File: config.mk
export PLATFORM = sky130hd
export DESIGN_NAME = sk6805_rx_flat
export DESIGN_NICKNAME = d
export VERILOG_FILES = /design/src/rtl/sk6805_rx_if.sv /design/src/rtl/sk6805_rx.sv /design/src/flat_wrapper.sv
export SDC_FILE = /design/constraint.sdc
export NUM_CORES = 1
export LEC_CHECK = 0
export CORE_MARGIN = 2
export CORE_UTILIZATION = 57
export CTS_BUF_LIST = sky130_fd_sc_hd__clkbuf_4 sky130_fd_sc_hd__clkbuf_8
export DETAILED_ROUTE_END_ITERATION = 10
export GPL_TIMING_DRIVEN = 1
export PLACE_DENSITY = 0.83
export SLEW_MARGIN = 20
export SYNTH_ARGS = -nofsm -noshare
export SYNTH_HDL_FRONTEND = slang
export SYNTH_SLANG_ARGS = --single-unit
File: constraint.sdc
create_clock -name clk_10MHz -period 2.4 [get_ports clk_10MHz]
set_input_delay 0.72 -clock clk_10MHz [delete_from_list [all_inputs] [get_ports clk_10MHz]]
set_output_delay 0.72 -clock clk_10MHz [all_outputs]
set_load 0.1 [all_outputs]
File: src/rtl/sk6805_rx_if.sv
// Pixel/event bundle produced by the SK6805 line decoder.
// The decoder drives it through the master modport; consumers take the slave view.
interface sk6805_rx_if #(
    parameter int IDX_W = 8
);
    logic [23:0]      o_rgb;
    logic             o_valid;
    logic [IDX_W-1:0] o_pix_idx;
    logic             o_latch;
    logic [IDX_W-1:0] o_pix_count;
    logic             o_err;
    logic [15:0]      o_err_cnt;

    modport master (
        output o_rgb, o_valid, o_pix_idx, o_latch, o_pix_count, o_err, o_err_cnt
    );

    modport slave (
        input o_rgb, o_valid, o_pix_idx, o_latch, o_pix_count, o_err, o_err_cnt
    );
endinterface

File: src/rtl/sk6805_rx.sv
// sk6805_rx: single-wire SK6805 (GRB, MSB first) line decoder.
// Classifies each high pulse by length into a 0/1 bit, assembles 24-bit
// words (re-ordered to {R,G,B}), detects latch low periods and flags
// malformed pulses.
// Optional feature: define SK6805_RX_ERRCNT_EN to get a saturating 16-bit
// error counter on o_err_cnt; otherwise o_err_cnt is tied to 0.
module sk6805_rx #(
    parameter int BIT_THRESH   = 5,
    parameter int MIN_HIGH     = 2,
    parameter int MAX_HIGH     = 12,
    parameter int RESET_CYCLES = 800,
    parameter int IDX_W        = 8
) (
    input  logic        clk_10MHz,
    input  logic        i_rst,
    input  logic        i_din,
    sk6805_rx_if.master px
);
    localparam int LCNT_W = $clog2(RESET_CYCLES + 1);
    localparam int HCNT_W = $clog2(MAX_HIGH + 2);

    localparam logic [LCNT_W-1:0] LCNT_MAX  = LCNT_W'(RESET_CYCLES);
    localparam logic [LCNT_W-1:0] LCNT_LAST = LCNT_W'(RESET_CYCLES - 1);
    localparam logic [HCNT_W-1:0] H_MAX     = HCNT_W'(MAX_HIGH);
    localparam logic [HCNT_W-1:0] H_MIN     = HCNT_W'(MIN_HIGH);
    localparam logic [HCNT_W-1:0] H_THRESH  = HCNT_W'(BIT_THRESH);
    localparam logic [IDX_W-1:0]  WORD_MAX  = '1;

    typedef enum logic [1:0] {
        SYNC,
        LOW,
        HIGH
    } state_t;

    state_t            state;
    logic [1:0]        sync_ff;
    logic              din_s;
    logic [LCNT_W-1:0] lcnt;
    logic [HCNT_W-1:0] hcnt;
    logic [4:0]        bit_cnt;
    logic [23:0]       sh;
    logic [IDX_W-1:0]  word_cnt;

    logic [23:0]       rgb_q;
    logic              valid_q;
    logic [IDX_W-1:0]  pix_idx_q;
    logic              latch_q;
    logic [IDX_W-1:0]  pix_count_q;
    logic              err_q;

    logic              new_bit;
    logic [23:0]       sh_next;

    // The bit value is decided from the pulse length at the falling edge.
    assign new_bit = (hcnt >= H_THRESH);
    assign sh_next = {sh[22:0], new_bit};
    assign din_s   = sync_ff[1];

    // Two-flop synchronizer for the asynchronous line.
    always_ff @(posedge clk_10MHz) begin
        if (!i_rst) sync_ff <= 2'b00;
        else        sync_ff <= {sync_ff[0], i_din};
    end

    // Decoder FSM: pulse measurement, bit/word assembly, latch and error detection.
    always_ff @(posedge clk_10MHz) begin
        if (!i_rst) begin
            state       <= SYNC;
            lcnt        <= '0;
            hcnt        <= '0;
            bit_cnt     <= '0;
            sh          <= '0;
            word_cnt    <= '0;
            rgb_q       <= '0;
            valid_q     <= 1'b0;
            pix_idx_q   <= '0;
            latch_q     <= 1'b0;
            pix_count_q <= '0;
            err_q       <= 1'b0;
        end else begin
            valid_q <= 1'b0;
            latch_q <= 1'b0;
            err_q   <= 1'b0;
            case (state)
                // Ignore the line until one full latch-length low has been seen.
                SYNC: begin
                    if (din_s) begin
                        lcnt <= '0;
                    end else if (lcnt == LCNT_LAST) begin
                        lcnt  <= LCNT_MAX;
                        state <= LOW;
                    end else begin
                        lcnt <= lcnt + LCNT_W'(1);
                    end
                end
                LOW: begin
                    if (din_s) begin
                        hcnt  <= HCNT_W'(1);
                        state <= HIGH;
                    end else if (lcnt != LCNT_MAX) begin
                        lcnt <= lcnt + LCNT_W'(1);
                        // One-shot: lcnt saturates, so this fires once per low period.
                        if (lcnt == LCNT_LAST) begin
                            // A latch closes a frame that saw any activity, so a
                            // frame holding only a partial word still reports a
                            // latch (with count 0) alongside the error.
                            if (word_cnt != '0 || bit_cnt != '0) begin
                                latch_q     <= 1'b1;
                                pix_count_q <= word_cnt;
                                word_cnt    <= '0;
                                pix_idx_q   <= '0;
                            end
                            if (bit_cnt != '0) begin
                                err_q   <= 1'b1;
                                bit_cnt <= '0;
                            end
                        end
                    end
                end
                HIGH: begin
                    if (din_s) begin
                        // Pulse already too long: abandon and resynchronise.
                        if (hcnt == H_MAX) begin
                            err_q   <= 1'b1;
                            bit_cnt <= '0;
                            lcnt    <= '0;
                            state   <= SYNC;
                        end else begin
                            hcnt <= hcnt + HCNT_W'(1);
                        end
                    end else if (hcnt < H_MIN) begin
                        err_q   <= 1'b1;
                        bit_cnt <= '0;
                        lcnt    <= '0;
                        state   <= SYNC;
                    end else begin
                        sh    <= sh_next;
                        lcnt  <= LCNT_W'(1);
                        state <= LOW;
                        if (bit_cnt == 5'd23) begin
                            // Wire order is G,R,B; present as R,G,B.
                            rgb_q     <= {sh_next[15:8], sh_next[23:16], sh_next[7:0]};
                            valid_q   <= 1'b1;
                            pix_idx_q <= word_cnt;
                            bit_cnt   <= '0;
                            if (word_cnt != WORD_MAX) word_cnt <= word_cnt + IDX_W'(1);
                        end else begin
                            bit_cnt <= bit_cnt + 5'd1;
                        end
                    end
                end
                default: begin
                    state <= SYNC;
                    lcnt  <= '0;
                end
            endcase
        end
    end

    assign px.o_rgb       = rgb_q;
    assign px.o_valid     = valid_q;
    assign px.o_pix_idx   = pix_idx_q;
    assign px.o_latch     = latch_q;
    assign px.o_pix_count = pix_count_q;
    assign px.o_err       = err_q;

`ifdef SK6805_RX_ERRCNT_EN
    logic [15:0] err_cnt;

    // Saturating count of error pulses; cleared only by reset.
    always_ff @(posedge clk_10MHz) begin
        if (!i_rst)                        err_cnt <= '0;
        else if (err_q && err_cnt != '1)   err_cnt <= err_cnt + 16'd1;
    end

    assign px.o_err_cnt = err_cnt;
`else
    assign px.o_err_cnt = 16'h0000;
`endif

endmodule

File: src/flat_wrapper.sv
// flat-port wrapper written by rule: the top's interface ports become plain ports
module sk6805_rx_flat 
#(
    parameter int BIT_THRESH   = 5,
    parameter int MIN_HIGH     = 2,
    parameter int MAX_HIGH     = 12,
    parameter int RESET_CYCLES = 800,
    parameter int IDX_W        = 8
)
  (clk_10MHz, i_rst, i_din, px_o_rgb, px_o_valid, px_o_pix_idx, px_o_latch, px_o_pix_count, px_o_err, px_o_err_cnt);
  sk6805_rx_if #(.IDX_W(IDX_W)) px_i ();
  input  logic clk_10MHz;
  input  logic i_rst;
  input  logic i_din;
  output wire logic [$bits(px_i.o_rgb)-1:0] px_o_rgb;
  output wire logic [$bits(px_i.o_valid)-1:0] px_o_valid;
  output wire logic [$bits(px_i.o_pix_idx)-1:0] px_o_pix_idx;
  output wire logic [$bits(px_i.o_latch)-1:0] px_o_latch;
  output wire logic [$bits(px_i.o_pix_count)-1:0] px_o_pix_count;
  output wire logic [$bits(px_i.o_err)-1:0] px_o_err;
  output wire logic [$bits(px_i.o_err_cnt)-1:0] px_o_err_cnt;
  assign px_o_rgb = px_i.o_rgb;
  assign px_o_valid = px_i.o_valid;
  assign px_o_pix_idx = px_i.o_pix_idx;
  assign px_o_latch = px_i.o_latch;
  assign px_o_pix_count = px_i.o_pix_count;
  assign px_o_err = px_i.o_err;
  assign px_o_err_cnt = px_i.o_err_cnt;
  sk6805_rx #(.BIT_THRESH(BIT_THRESH), .MIN_HIGH(MIN_HIGH), .MAX_HIGH(MAX_HIGH), .RESET_CYCLES(RESET_CYCLES), .IDX_W(IDX_W)) u_core (.clk_10MHz(clk_10MHz), .i_rst(i_rst), .i_din(i_din), .px(px_i));
endmodule
Run 1, placed standard cells:
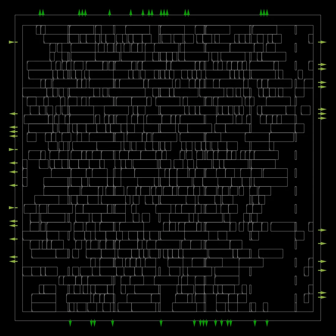
Seq area share: 38.0%
tap cells: 102

Run 1, pin map:
Pins as bars across the die edge, other pins in gray.
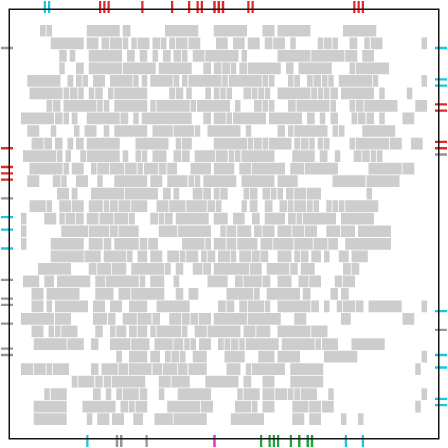
legend:
  px_o_pix_count:
    color: green
    pins: 8
    direction: output
    edge: bottom
  px_o_err:
    color: magenta
    pins: 1
    direction: output
    edge: bottom
  px_o_rgb:
    color: red
    pins: 24
    direction: output
    edge: 16 top, 4 left, 4 right
  px_o_err_cnt:
    color: cyan
    pins: 16
    direction: output
    edge: 8 right, 3 bottom, 3 left, 2 top
number of port buffers: 45
Die H: 92.9 um
die width: 92.9 um

Run 1, clock wires, drivers and flops:
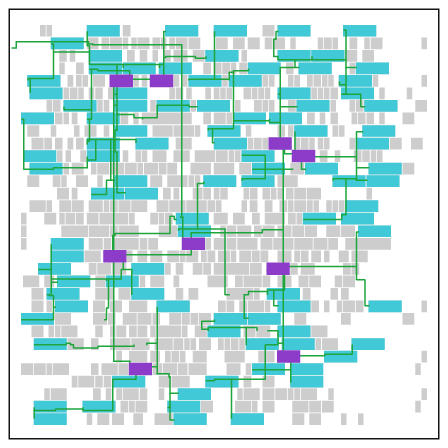
legend:
  clock wires:
    color: green
    length: 1090 um
  flip-flops:
    color: cyan
    count: 97
  clock-net drivers:
    color: purple
    count: 9
routed clock nets: 10
clk pwr: 1.15 mW
Clock Power Share: 33.3%

## run 1: power by group
part	total, mW	internal (mW)	switching (mW)
registers	1.69	1.64	0.0477
logic	0.617	0.177	0.439
clock network	1.15	0.511	0.639
## run 1: worst max-delay path: cells and delay by family, from the launching register on
family                   cells  cell delay, ns
flip-flops                   1            0.45
adder cells (fa/ha/maj)      1            0.26
AND-OR/OR-AND                2            0.50
AND/OR/NAND/NOR              3            0.95
## run 1: through the flow
step	hold WS, ns	util [%]	instances	power, mW	instance area, um2
after detailed placement	0.431	63.6	670	2.32	4890
after CTS	0.455	66.4	686	3.45	5110
after global routing	0.480	66.5	686	3.58	5110
after floorplan	0.412	-	554	2.24	4560
final	0.459	66.5	686	3.45	5110
after global placement	0.441	63.6	670	2.29	4890
==> results.txt, run 1 <==
Cts hold-fix bufs -> 0
Worst flop-to-flop path startpoint -> u_core.lcnt[0]$_SDFFE_PN0P_
Met3 global-route usage -> 3.82%
Met1 Usage GRT -> 31.0%
Met2 wire length -> 4680 um
Wire length on met3 -> 505 um
Cell Pwr Density -> 676 nW/um2
Fillers -> 630
CTS max path bufs -> 2
Total CTS buffers -> 9
RSZ-0062 raised after global routing -> false
WHS Endpoint -> u_core.sync_ff[1]$_SDFF_PN0_
Sequential cell area -> 1940 um2
DR iter-0 viols -> 230
Critical Path End -> u_core.bit_cnt[4]$_SDFFE_PN0P_
Antenna violations before repair -> 0
I/O pin total -> 62
Master of the slowest instance on the critical path -> dfxtp_1
Leakage -> 1.90 nW
Peak supply drop -> 0.422 mV
Share of post-route cells with drive strength above 1 -> 16.1%
Syn avg cell area -> 8.36 um2
Setup crit start -> u_core.lcnt[0]$_SDFFE_PN0P_
Hold Startpoint -> u_core.sync_ff[0]$_SDFF_PN0_
Cts repair resizes -> 0
Hold Crit Depth -> 1
Synth cell count leaders -> nand2_1, dfxtp_1, a21oi_1
GRT busiest layer -> met2
YS chip area -> 4510 um2
GPL Wtd Cong -> 0.905
CTS tree -> done
Clk latency late pin -> 0.38 ns
Core area -> 7690 um2
Count of library flops with an enable pin -> 0
FA/HA/MAJ Cells, Area Fraction -> 3.61%
Minimum clock period -> 2.23 ns
Highest metal used -> met4
Number of logic gates -> 393
Count leader, synth -> nand2_1
DP Worst Slack -> 0.187 ns
First-pass GRT wire length -> 16600 um
Xor and xnor area share after synthesis -> 1.17%
Dominant logic cell type in the layout -> nand2_1
Vias/cell -> 5.68
Final tally of setup violations -> 0
DR vias -> 3894
Tool Warnings -> 34
DRC -> 0
Top area contributor share -> 43.1%
Hold crit path type -> reg2reg
Max reg flops -> 24
Met2 Usage GRT -> 37.9%
Clock Tree Root -> clkbuf_8
Top cells excl fill/tap -> nand2_1, dfxtp_1, a21oi_1, buf_4, nor2_1
H-Tree Depth -> 3
Final wirelength -> 9770 um
Worst rel slew slack -> 53.5%
Clock transition at path regs -> 0.10 ns
Logic share of the area -> 45.1%
Crit end category -> flop
Cell chain of the critical path -> ha_1 -> nand4_2 -> nor3_1 -> a22oi_1 -> or3_4 -> o31ai_1
Non-clock inverter count -> 18
Ranking of synthesized cells by area -> dfxtp_1, nand2_1, a21oi_1
Mux share -> 3.55%
Seq cells post-synth -> 97
Worst-Margin Slew -> 0.690 ns
M1 WL -> 4400 um
Synth unique cells -> 58
Total die size -> 8630 um2
Comb area -> 2300 um2
Synth Instances -> 539
Simple share -> 24.5%
Worst stage delay on the critical path -> 0.45 ns
Arrival time at the worst endpoint -> 2.52 ns
Clock buffer cells -> 9
Status -> finished, final reports clean
Fp util -> 58.6%
Logic family by area -> simple AND/OR/NAND/NOR gates
Max Cap Viol -> 0
Run 1, signal wires by layer:
Scale bar: 20 um.
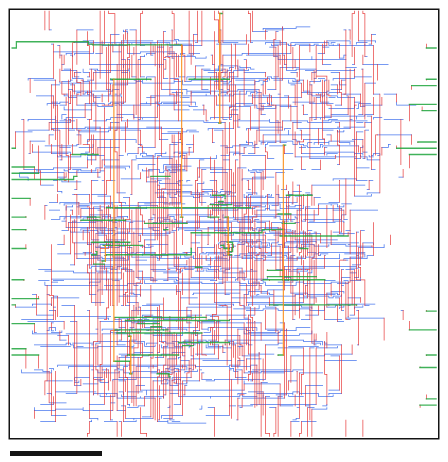

--- run 2 (diff from run 1) ---
==> constraint.sdc (replaced) <==
create_clock -name clk_10MHz -period 2.3 [get_ports clk_10MHz]
set_input_delay 0.69 -clock clk_10MHz [delete_from_list [all_inputs] [get_ports clk_10MHz]]
set_output_delay 0.69 -clock clk_10MHz [all_outputs]
set_load 0.1 [all_outputs]
Run 2, signal wires by layer:
Scale bar: 20 um.
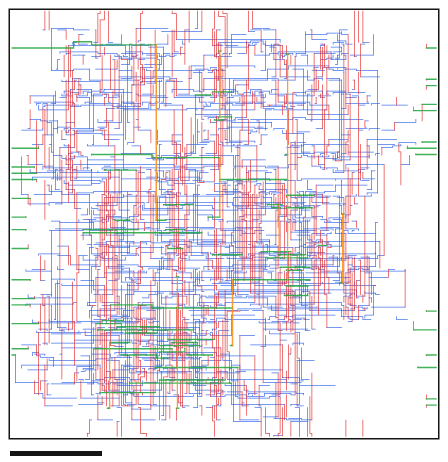
legend:
  M3:
    color: green
    wire_length: 550 um
  M1:
    color: blue
    wire_length: 4490 um
  M2:
    color: red
    wire_length: 4800 um
  M4:
    color: orange
    wire_length: 197 um
final wirelength: 10000 um
drt wl/cell: 14.5 um
DR vias: 3994

==> results.txt, run 2 <==
Seq pwr -> 1.76 mW (was 1.69 mW)
Combinational power -> 689 uW (was 617 uW)
Cts hold-fix bufs -> 0 (unchanged)
I/O pin total -> 62 (unchanged)
Worst rel slew slack -> 51.8% (was 53.5%)
Part of the power in registers -> 48.3% (was 48.9%)
YS chip area -> 4510 um2 (unchanged)
Worst stage delay on the critical path -> 0.41 ns (was 0.45 ns)
Top pwr grp -> sequential cells (unchanged)
DP Worst Slack -> 0.0840 ns (was 0.187 ns)
Yosys stat cell total -> 539 (unchanged)
Synth Instances -> 539 (unchanged)
Ranking of synthesized cells by area -> dfxtp_1, nand2_1, a21oi_1 (unchanged)
Syn avg cell area -> 8.36 um2 (unchanged)
DR iter-0 viols -> 274 (was 230)
Minimum clock period -> 2.19 ns (was 2.23 ns)
Total CTS buffers -> 9 (unchanged)
Total die size -> 8630 um2 (unchanged)
Final instance area -> 5210 um2 (was 5110 um2)
N_diodes -> 0 (unchanged)
Placed instance count -> 674 (was 670)
Core area -> 7690 um2 (unchanged)
Final Non-Filler Cells -> 692 (was 686)
Cell chain of the critical path -> ha_2 -> nand4_4 -> nor4_4 -> a31oi_4 -> buf_4 -> o31a_1 -> o21a_1 (was ha_1 -> nand4_2 -> nor3_1 -> a22oi_1 -> or3_4 -> o31ai_1)
Synth unique cells -> 58 (unchanged)
Hold crit path type -> reg2reg (unchanged)
Tool Warnings -> 34 (unchanged)
Leakage -> 1.95 nW (was 1.90 nW)
Vias/cell -> 5.77 (was 5.68)
RSZ-0062 raised after global routing -> false (unchanged)
Arrival time at the worst endpoint -> 2.46 ns (was 2.52 ns)
Crit path buffers/inverters -> 1 (was 0)
Worst-Margin Slew -> 0.716 ns (was 0.690 ns)
Antenna violations before repair -> 0 (unchanged)
Xor and xnor area share after synthesis -> 1.17% (unchanged)
Hold Crit Depth -> 1 (unchanged)
Net Switching -> 1.19 mW (was 1.13 mW)
FA/HA/MAJ Cells, Area Fraction -> 3.61% (unchanged)
Critical path depth -> 7 (was 6)
Top cells excl fill/tap -> nand2_1, dfxtp_1, buf_4, a21oi_1, nor2_1 (was nand2_1, dfxtp_1, a21oi_1, buf_4, nor2_1)
Logic family by area -> simple AND/OR/NAND/NOR gates (unchanged)
Die H -> 92.9 um (unchanged)
Clock transition at path regs -> 0.10 ns (about the same)
Worst flop-to-flop path startpoint -> u_core.lcnt[0]$_SDFFE_PN0P_ (unchanged)
Count of library flops with an enable pin -> 0 (unchanged)
GPL Wtd Cong -> 0.955 (was 0.905)
Peak supply drop -> 0.390 mV (was 0.422 mV)
Mux share -> 3.55% (unchanged)
Post-layout util -> 67.7% (was 66.5%)
Synth cell count leaders -> nand2_1, dfxtp_1, a21oi_1 (unchanged)
Max reg flops -> 24 (unchanged)
CTS max path bufs -> 2 (unchanged)
Cell Pwr Density -> 702 nW/um2 (was 676 nW/um2)
Seq cells post-synth -> 97 (unchanged)
Post-DP Area -> 4920 um2 (was 4890 um2)
CTS tree -> done (unchanged)
WHS Endpoint -> u_core.sync_ff[1]$_SDFF_PN0_ (unchanged)
Fp util -> 58.6% (unchanged)
Crit end category -> flop (unchanged)
Master of the slowest instance on the critical path -> nor4_4 (was dfxtp_1)
Final tally of setup violations -> 0 (unchanged)
Status -> finished, final reports clean (unchanged)
Combinational cell fraction of total power -> 18.9% (was 17.8%)
Crit path max-delay family -> AND-OR/OR-AND gates (was simple AND/OR/NAND/NOR gates)
P_int -> 2.46 mW (was 2.33 mW)
Run 2, clock wires, drivers and flops:
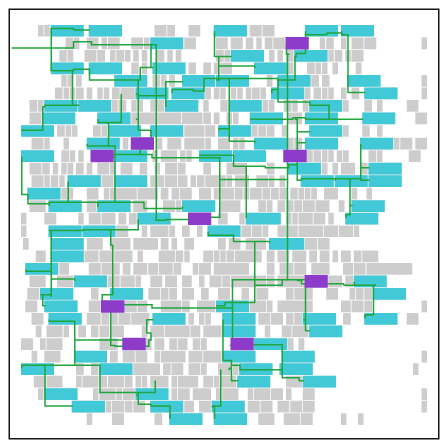
legend:
  clock wires:
    color: green
    length: 1050 um
  flip-flops:
    color: cyan
    count: 97
  clock-net drivers:
    color: purple
    count: 9
routed clock nets: 10
Clock Power Share: 32.8%
clk pwr: 1.20 mW
clk latency late pin: 0.38 ns
final setup skew: 0.0154 ns

run 2: cell counts after synthesis:
Identical to the previous run, type by type.
run 2: cell type report:
cell class                      instances  area (um2)
Clock buffer                            9         124
Clock inverter                          7        95.1
Fill cell                             613        2480
Inverter                               18        67.6
Multi-Input combinational cell        393        2350
Sequential cell                        97        1940
Tap cell                              102         128
Timing Repair Buffer                   66         500
run 2: per-layer routing:
metal | up-vias | GRT usage [%] | part of all wire [%]
met2 | 135 | 37.0 | 48
met5 | - | 0 | 0
li1 | 1931 | - | -
met3 | 22 | 5.21 | 5.5
met1 | 1906 | 32.8 | 45
met4 | 0 | 9.93 | 2.0
run 2: repair_timing:
action                     in CTS  in global routing
resized                         0                 10
buffers inserted                0                  2
setup endpoints to repair       0                 24
Power is estimated from default activity; no workload was simulated.
